`src/rtl/alu_rs.sv`:
```
// alu_rs: reservation station in front of the LC-3b ALU.
//
// Holds up to ENTRIES dispatched ALU instructions. It snoops the CDB to capture
// pending operands. Each cycle it moves the oldest fully-ready instruction into a
// single registered exec slot that drives the combinational ALU. The ALU result
// is offered to the CDB arbiter with a valid/ready handshake.
//
// Ports
//   clk, rst            clock; synchronous active-high reset
//   flush               squash every entry and the exec slot at the next edge
//   disp_*              dispatch request from decode (valid/ready)
//   cdb_valid/tag/data  common data bus broadcast, snooped every cycle
//   alu_aluop/a/b       registered operation and operands to the ALU
//   alu_f               ALU result, combinational from alu_*
//   res_valid/ready     result handshake with the CDB arbiter
//   res_tag/res_data    destination ROB tag and value of the pending result

package lc3b_types;
  typedef enum logic [2:0] {
    alu_add,
    alu_and,
    alu_not,
    alu_pass,
    alu_sll,
    alu_srl,
    alu_sra
  } lc3b_aluop;
endpackage

module alu_rs
  import lc3b_types::*;
#(
  parameter int ENTRIES = 4,
  parameter int TAG_W   = 3
) (
  input  logic             clk,
  input  logic             rst,
  input  logic             flush,
  input  logic             disp_valid,
  output logic             disp_ready,
  input  lc3b_aluop        disp_aluop,
  input  logic [TAG_W-1:0] disp_dest,
  input  logic             disp_qj_pend,
  input  logic             disp_qk_pend,
  input  logic [TAG_W-1:0] disp_qj,
  input  logic [TAG_W-1:0] disp_qk,
  input  logic [15:0]      disp_vj,
  input  logic [15:0]      disp_vk,
  input  logic             cdb_valid,
  input  logic [TAG_W-1:0] cdb_tag,
  input  logic [15:0]      cdb_data,
  output lc3b_aluop        alu_aluop,
  output logic [15:0]      alu_a,
  output logic [15:0]      alu_b,
  input  logic [15:0]      alu_f,
  output logic             res_valid,
  input  logic             res_ready,
  output logic [TAG_W-1:0] res_tag,
  output logic [15:0]      res_data
);

  localparam int IDX_W = $clog2(ENTRIES);

  logic [ENTRIES-1:0] busy;
  logic [ENTRIES-1:0] qj_pend;
  logic [ENTRIES-1:0] qk_pend;
  lc3b_aluop          op_q   [ENTRIES];
  logic [TAG_W-1:0]   dest_q [ENTRIES];
  logic [TAG_W-1:0]   qj_q   [ENTRIES];
  logic [TAG_W-1:0]   qk_q   [ENTRIES];
  logic [15:0]        vj_q   [ENTRIES];
  logic [15:0]        vk_q   [ENTRIES];
  // older[i][j] is set when entry i was dispatched before entry j. Only rows of
  // busy entries are ever consulted, so the matrix needs no reset.
  logic [ENTRIES-1:0] older  [ENTRIES];

  logic [ENTRIES-1:0] ready;
  logic [ENTRIES-1:0] sel_oh;
  logic [IDX_W-1:0]   free_idx;
  logic [IDX_W-1:0]   sel_idx;
  logic               any_ready;
  logic               disp_fire;
  logic               issue;
  logic               disp_j_hit;
  logic               disp_k_hit;

  always_comb begin
    ready    = busy & ~qj_pend & ~qk_pend;
    free_idx = '0;
    sel_oh   = '0;
    sel_idx  = '0;
    // Descending scan so the lowest-index free entry wins.
    for (int i = ENTRIES - 1; i >= 0; i--) begin
      if (!busy[i]) free_idx = IDX_W'(i);
    end
    // An entry is selected when no other ready entry is older than it; the age
    // matrix is a total order over busy entries, so at most one bit survives.
    for (int i = 0; i < ENTRIES; i++) begin
      sel_oh[i] = ready[i];
      for (int j = 0; j < ENTRIES; j++) begin
        if (ready[j] && older[j][i]) sel_oh[i] = 1'b0;
      end
      if (sel_oh[i]) sel_idx = IDX_W'(i);
    end
    any_ready  = |ready;
    disp_ready = ~&busy;
    disp_fire  = disp_valid && disp_ready;
    issue      = any_ready && (!res_valid || res_ready);
    disp_j_hit = cdb_valid && disp_qj_pend && (cdb_tag == disp_qj);
    disp_k_hit = cdb_valid && disp_qk_pend && (cdb_tag == disp_qk);
  end

  assign res_data = alu_f;

  // Station -> exec slot boundary. The slot itself carries reset values because
  // the ALU inputs must be defined from the first cycle.
  always_ff @(posedge clk) begin
    if (rst) begin
      busy      <= '0;
      res_valid <= 1'b0;
      alu_aluop <= alu_pass;
      alu_a     <= '0;
      alu_b     <= '0;
      res_tag   <= '0;
    end else if (flush) begin
      busy      <= '0;
      res_valid <= 1'b0;
    end else begin
      if (issue) begin
        busy[sel_idx] <= 1'b0;
        alu_aluop     <= op_q[sel_idx];
        alu_a         <= vj_q[sel_idx];
        alu_b         <= vk_q[sel_idx];
        res_tag       <= dest_q[sel_idx];
        res_valid     <= 1'b1;
      end else if (res_ready) begin
        res_valid <= 1'b0;
      end
      // free_idx comes from the pre-edge busy bits, so it never aliases the
      // entry being issued this cycle.
      if (disp_fire) busy[free_idx] <= 1'b1;
    end
  end

  // Entry payload, operand capture and age order. Validity is owned by busy,
  // so these registers are left unreset.
  always_ff @(posedge clk) begin
    for (int i = 0; i < ENTRIES; i++) begin
      if (busy[i] && cdb_valid) begin
        if (qj_pend[i] && (qj_q[i] == cdb_tag)) begin
          vj_q[i]    <= cdb_data;
          qj_pend[i] <= 1'b0;
        end
        if (qk_pend[i] && (qk_q[i] == cdb_tag)) begin
          vk_q[i]    <= cdb_data;
          qk_pend[i] <= 1'b0;
        end
      end
    end
    if (disp_fire) begin
      op_q[free_idx]    <= disp_aluop;
      dest_q[free_idx]  <= disp_dest;
      qj_q[free_idx]    <= disp_qj;
      qk_q[free_idx]    <= disp_qk;
      // A broadcast in the dispatch cycle would otherwise be missed, since the
      // entry is not yet busy for the snoop above.
      qj_pend[free_idx] <= disp_qj_pend && !disp_j_hit;
      qk_pend[free_idx] <= disp_qk_pend && !disp_k_hit;
      vj_q[free_idx]    <= disp_j_hit ? cdb_data : disp_vj;
      vk_q[free_idx]    <= disp_k_hit ? cdb_data : disp_vk;
      older[free_idx]   <= '0;
      for (int j = 0; j < ENTRIES; j++) begin
        older[j][free_idx] <= busy[j];
      end
    end
  end

endmodule
```
`config.mk`:
```
export PLATFORM = sky130hd
export DESIGN_NAME = alu_rs
export DESIGN_NICKNAME = d
export VERILOG_FILES = /design/src/rtl/alu_rs.sv
export SDC_FILE = /design/constraint.sdc
export NUM_CORES = 1
export LEC_CHECK = 0
export CORE_AREA = 2 2 196 198
export DETAILED_ROUTE_END_ITERATION = 12
export DIE_AREA = 0 0 198 200
export SLEW_MARGIN = 20
export SYNTH_ARGS = -nofsm -noshare
export SYNTH_HDL_FRONTEND = slang
export SYNTH_SLANG_ARGS = --single-unit
```
`constraint.sdc`:
```
create_clock -name clk -period 3.42 [get_ports clk]
set_clock_uncertainty 0.1 [all_clocks]
set_input_delay 0.855 -clock clk [delete_from_list [all_inputs] [get_ports clk]]
set_output_delay 0.855 -clock clk [all_outputs]
set_load 0.02 [all_outputs]
```
run_1/layer_met1.png
The bar under the picture is 50 µm long.
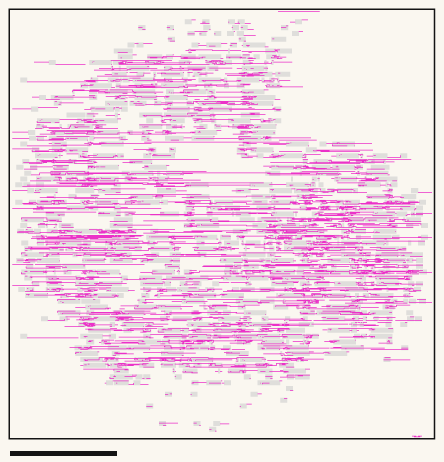
921 nets have wire on it. The longest straight run is 63.0 µm. The layer carries 12800 µm of wire. The wires run mostly horizontal.

run_1/layer_met2.png
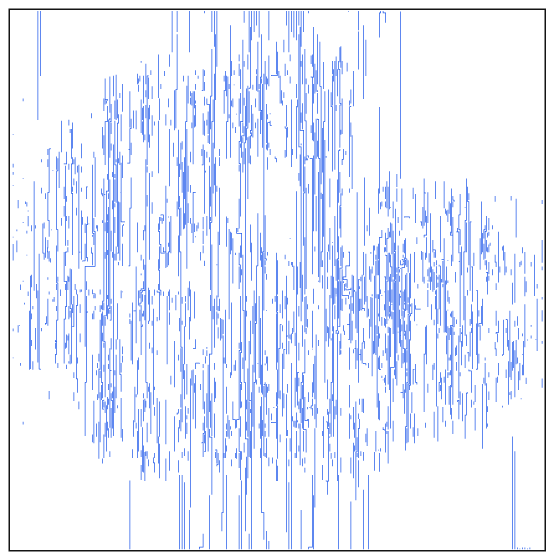
869 nets have wire on it. The layer holds 49% of the routed length. The layer carries 14400 µm of wire. The longest straight run is 108 µm.

run_1/layer_met3.png
The bar under the picture is 50 µm long.
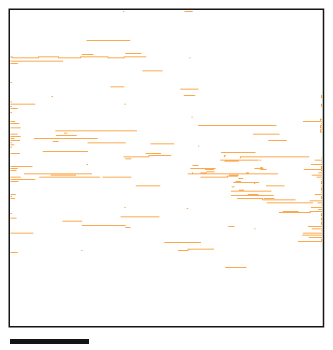
The layer carries 1520 µm of wire. The wires run mostly horizontal. The longest straight run is 56.8 µm. The layer holds 5.2% of the routed length.

[run 1: per-stage QoR]
stage | power [mW] | std cells | instance area (µm²) | setup WS, ns | util
3_3_place_gp | 3.88 | 1417 | 13100 | 0.291 | 0.349
5_1_grt | 6.80 | 1466 | 13900 | 0.561 | 0.372
4_1_cts | 6.63 | 1465 | 13900 | 0.619 | 0.372
2_1_floorplan | 3.64 | 821 | 11200 | 0.586 | -
6_report | 6.56 | 1466 | 13900 | 0.615 | 0.372
3_5_place_dp | 3.89 | 1417 | 13100 | 0.265 | 0.349
[run 1: state kept, by name, indices dropped and copies added (netlist names)]
register	flops
alu_a	16
alu_aluop	3
op_q	12
qk_q	12
vk_q	64
dest_q	12
res_tag	3
busy	4
alu_b	16
res_valid	1
older	12
vj_q	64
qk_pend	4
qj_pend	4
qj_q	12
[run 1: worst max-delay path by stage]
stage                          start           to  cells past startpoint  slack [ns]
final                        busy[0]   disp_ready                      2        0.62
after global routing         busy[1]   disp_ready                      2        0.56
after CTS                    busy[1]   disp_ready                      2        0.62
after detailed placement  disp_qj[0]   vj_q[1][5]                      7        0.27
after global placement    disp_qj[0]  vj_q[2][14]                      7        0.29
after floorplan           disp_valid  vj_q[1][10]                      7        0.59
[run 1: layout make-up]
type,instances,share of cell area
Tap cell,511,0.0460
Clock buffer,35,0.0515
Clock inverter,13,0.00828
Timing Repair Buffer,154,0.117
Multi-Input combinational cell,501,0.294
Sequential cell,239,0.480
Antenna cell,1,0.000180
Inverter,12,0.00324
[run 1: worst max-delay path, delay by kind of cell (launching register included)]
family / cells / cell delay (ns)
and+or+nand+nor: 1 / 0.21
DFF: 1 / 0.55
buffers and inverters: 1 / 0.58
==> results.cfg, run 1 <==
; physical design summary
[placed_design]
gp_congestion = 0.845
placement.io_buffers = 110

[grt]
groute.layer.met1.usage = 0.189
grt_util_met2 = 0.262
globalRouteOverflowTotal = 0
top_usage_layer = met2
grt_util_met3 = 0.0250
grt.total_usage = 0.147

[layout]
top_cells_excl_fill_tap = sky130_fd_sc_hd__edfxtp_1, sky130_fd_sc_hd__mux2_2, sky130_fd_sc_hd__clkdlybuf4s50_1
mostFrequentLayoutCell = sky130_fd_sc_hd__edfxtp_1
layout.nets = 1021
fillCellCount = 3577
ff_latch_area_um2 = 6670

[drt]
met2RoutedLength_mm = 14.4
met3_length_mm = 1.52
wl_mm = 29.3
ant_nets = 0
detail_route.drc_violations = 0
dr_total_vias = 7032
wirelength_met1_mm = 12.8

[synthesis]
ys.flop_type = sky130_fd_sc_hd__edfxtp_1
ys_ff = 239
synth.cells.most_frequent = sky130_fd_sc_hd__edfxtp_1, sky130_fd_sc_hd__mux2_2, sky130_fd_sc_hd__nand2_1
synth.logic.top_family = multiplexers
post_synth_fa_ha_maj_area_fraction = 0
synth-simple-area-share = 0.0742
synth.yosys.num_cells = 819
synthDominantCellAreaShare = 0.505
ys_seq_frac = 0.597
ys_area_um2 = 11200

[worst_setup_path]
worst-r2r-cell-count = 6
timing.critical_path.from_type = flip-flop
critical_path_class = flip-flop to primary output
end_kind = primary output
crit-reg2reg-launch = busy[0]
critical_path.slowest_cell = sky130_fd_sc_hd__clkdlybuf4s50_1
cp.required_ns = 2.46
crit_chain = nand4_1, clkdlybuf4s50_1

[clocking]
clock-sinks = 239
clock_insertion_delay_worst_skew_ns = 0.52
tritoncts_clock_tree = yes
clockRootBuffer = sky130_fd_sc_hd__clkbuf_16
cts_htree_levels = 1
cts_setup_buffers = 0
post_cts_resize_count = 0
clk_transition_reported_paths_ns = 0.06
cts-hold-fix-buffers = 0

[timing]
finalSetupTns_ns = 0
worstMarginPinSlew_ns = 1.08
timing.slew.headroom = 0.272
min_period_ns = 2.80
worst_hold_slack_ns = 0.433
maxClockFrequency_mhz = 357
period_utilisation_layout = 0.820
rsz0062_at_grt = false
final_max_slew_viol_count = 0

[power_and_ir_drop]
peak_vdd_ir_mv = 0.328
internal-power_mw = 5.12
power_per_cell_area_nw_per_um2 = 472
p_comb_mw = 0.557
power.switching_fraction = 0.220
leakagePower_nw = 4.71
switchingPower_mw = 1.44
p_clk_mw = 2.74

[die]
initial_core_util = 0.299
row_count = 71
chip_footprint_um2 = 39600

[worst_hold_path]
hp-start = alu_b[7]
worst_hold_path_type = flip-flop to flip-flop
hold_depth = 2

[run]
count_of_tool_warnings = 26
maxcap_viol_count = 0

[outcome]
result_of_the_run = complete, no violations
--- run 2 (diff from run 1) ---
Clock period 3.42 ns to 2.3 ns, I/O delays scaled along.
run_2/layer_met2.png
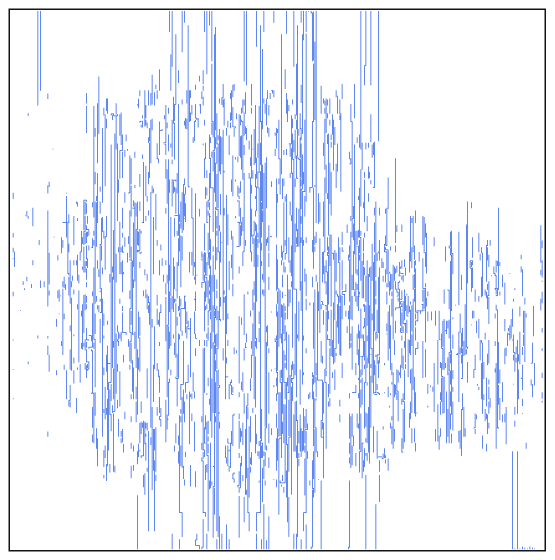
The wires run mostly vertical. The longest straight run is 103 µm.
total vias in the final route: 7367
wirelength, routed: 31.2 mm
met2 Track Usage GR: 0.267

==> results.cfg, run 2 <==
; physical design summary
[outcome]
result_of_the_run = complete, no violations

[timing]
period_utilisation_layout = 0.988
min_period_ns = 2.27
worst_hold_slack_ns = 0.407
final_max_slew_viol_count = 0
final.setup.worst_slack_ns = 0.0284
maxClockFrequency_mhz = 440
finalSetupTns_ns = 0

[clocking]
clockRootBuffer = sky130_fd_sc_hd__clkbuf_16
clock-sinks = 239
max-clock-path-buffers = 3
tritoncts_clock_tree = yes
clk_transition_reported_paths_ns = 0.06
cts_htree_levels = 1
clock_insertion_delay_worst_skew_ns = 0.54
cts-hold-fix-buffers = 0

[layout]
drive_gt1_frac = 0.340
final_core_utilization = 0.391
summed_area_of_non_filler_cells_in_the_final_layout_um2 = 14600
layout.nets = 1089
top_cells_excl_fill_tap = sky130_fd_sc_hd__edfxtp_1, sky130_fd_sc_hd__mux2_2, sky130_fd_sc_hd__clkdlybuf4s50_1
final_cells = 1533
antenna-diode-count = 0
reg_top3 = vj_q: 64 flops, vk_q: 64 flops
area_growth_syn_to_layout_pct = 30.9
mostFrequentLayoutCell = sky130_fd_sc_hd__edfxtp_1

[power_and_ir_drop]
power.switching_fraction = 0.225
peak_vdd_ir_mv = 0.488
internal-power_mw = 7.51
report.power.total_mw = 9.70
switchingPower_mw = 2.19
leakagePower_nw = 5.10
power_per_cell_area_nw_per_um2 = 663
part_of_the_power_in_the_clock_network = 0.406

[synthesis]
post_synth_fa_ha_maj_area_fraction = 0
synth.logic.top_family = multiplexers
ys_ff = 239
topCellsByArea = sky130_fd_sc_hd__edfxtp_1, sky130_fd_sc_hd__mux2_2, sky130_fd_sc_hd__dfxtp_1
synthMuxAreaShare = 0.163
synthDominantCellAreaShare = 0.505
ys_seq_frac = 0.597
ys_area_um2 = 11200
synth.cells.most_frequent = sky130_fd_sc_hd__edfxtp_1, sky130_fd_sc_hd__mux2_2, sky130_fd_sc_hd__nand2_1
ys.flop_type = sky130_fd_sc_hd__edfxtp_1
synth.yosys.num_cells = 819
yosysMostFrequentCell = sky130_fd_sc_hd__edfxtp_1
ys_warn_count = 0
synth-simple-area-share = 0.0742
synth_area_per_cell_um2 = 13.6
xor_xnor_area_share = 0.0235
post_synth_instance_area_um2 = 11200
ys_sh_aoi = 0.103
edff_count_synth = 188

[worst_setup_path]
cp.required_ns = 1.62
crit_path_max_fanout = 2
end_kind = primary output
timing.critical_path.from_type = flip-flop
critical_path_class = flip-flop to primary output
critical_path.top_delay_family = buffers and inverters
crit_chain = clkdlybuf4s50_1
timing.critical_path.buf_inv = 1
critical_path.slowest_cell = sky130_fd_sc_hd__clkdlybuf4s50_1

[grt]
vias_in_the_first_global_route = 7483
grt_antenna_before_repair = 2
globalRouteOverflowTotal = 0
grt.total_usage = 0.155
grt_first_pass_wirelength_mm = 46.0

[drt]
met3_length_mm = 1.50
wirelength_met1_mm = 14.0
detail_route.drc_violations = 0
met2RoutedLength_mm = 15.0
ant_nets = 0
vias_per_cell = 4.81
wl_per_cell_um = 20.3

[die]
chip_footprint_um2 = 39600
row_count = 71
pin_count = 143
die_y_um = 200
initial_core_util = 0.299

[placed_design]
setup_slack_placement_ns = -0.611
detailed_place_hpwl_mm = 20.5
placement.io_buffers = 110
place_inst = 1480
gp_congestion = 0.840
place_area_um2 = 13700

[run]
maxcap_viol_count = 0
count_of_tool_warnings = 26

[worst_hold_path]
worst_hold_path_type = flip-flop to flip-flop
run_2/layer_met3.png
The bar under the picture is 50 µm long.
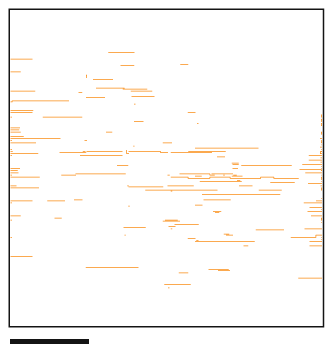
The layer carries 1500 µm of wire. The layer holds 4.8% of the routed length. 111 nets have wire on it.
GR Layer Usage met3: 0.0252

-- run 2: path summary, 6_finish.rpt --
| kind | slack, ns | endpoint | from | cells after the start |
|---|---|---|---|---|
| hold / removal | 0.41 | qk_pend[3] | qk_pend[3] | 2 |
| setup reg to reg | 0.07 | alu_a[13] | qj_pend[2] | 6 |
| setup / recovery | 0.03 | alu_a[0] | alu_a[0] | 1 |
| hold reg to reg | 0.41 | qk_pend[3] | qk_pend[3] | 2 |
-- run 2: area by class of cell --
| type | instances | area [µm²] |
|---|---|---|
| Inverter | 12 | 56.3 |
| Tap cell | 511 | 639 |
| Clock buffer | 39 | 749 |
| Timing Repair Buffer | 222 | 2290 |
| Multi-Input combinational cell | 501 | 4170 |
| Clock inverter | 9 | 52.6 |
| Sequential cell | 239 | 6670 |
| Fill cell | 3559 | 22800 |
-- run 2: what timing repair did --
item	in CTS	in global routing
resized	6	20
pin swaps	0	3
endpoints found under the setup margin	57	90
buffers inserted	0	3
cloned	0	2
-- run 2: power by group through the flow --
stage	registers, mW	clock network [mW]	logic, mW
final	4.85	3.94	0.912
after global routing	4.86	4.18	0.982
after CTS	4.85	4.01	0.918
after detailed placement	4.94	0	0.912
after global placement	4.94	0	0.899
after floorplan	4.96	0	0.469
-- run 2: logic make-up after synthesis --
| kind of cell | count (synthesis) |
|---|---|
| compound gates | 133 |
| xor+xnor | 30 |
| buf+inv | 81 |
| flops | 239 |
| mux | 166 |
| other cells | 1 |
| simple gates | 169 |
-- run 2: routing by layer --
metal	vias to the layer above	global-route usage
met4	4	0.0359
met3	45	0.0252
met1	3684	0.205
met2	201	0.267
li1	3433	-
met5	-	0
Power and IR drop assume default switching activity.
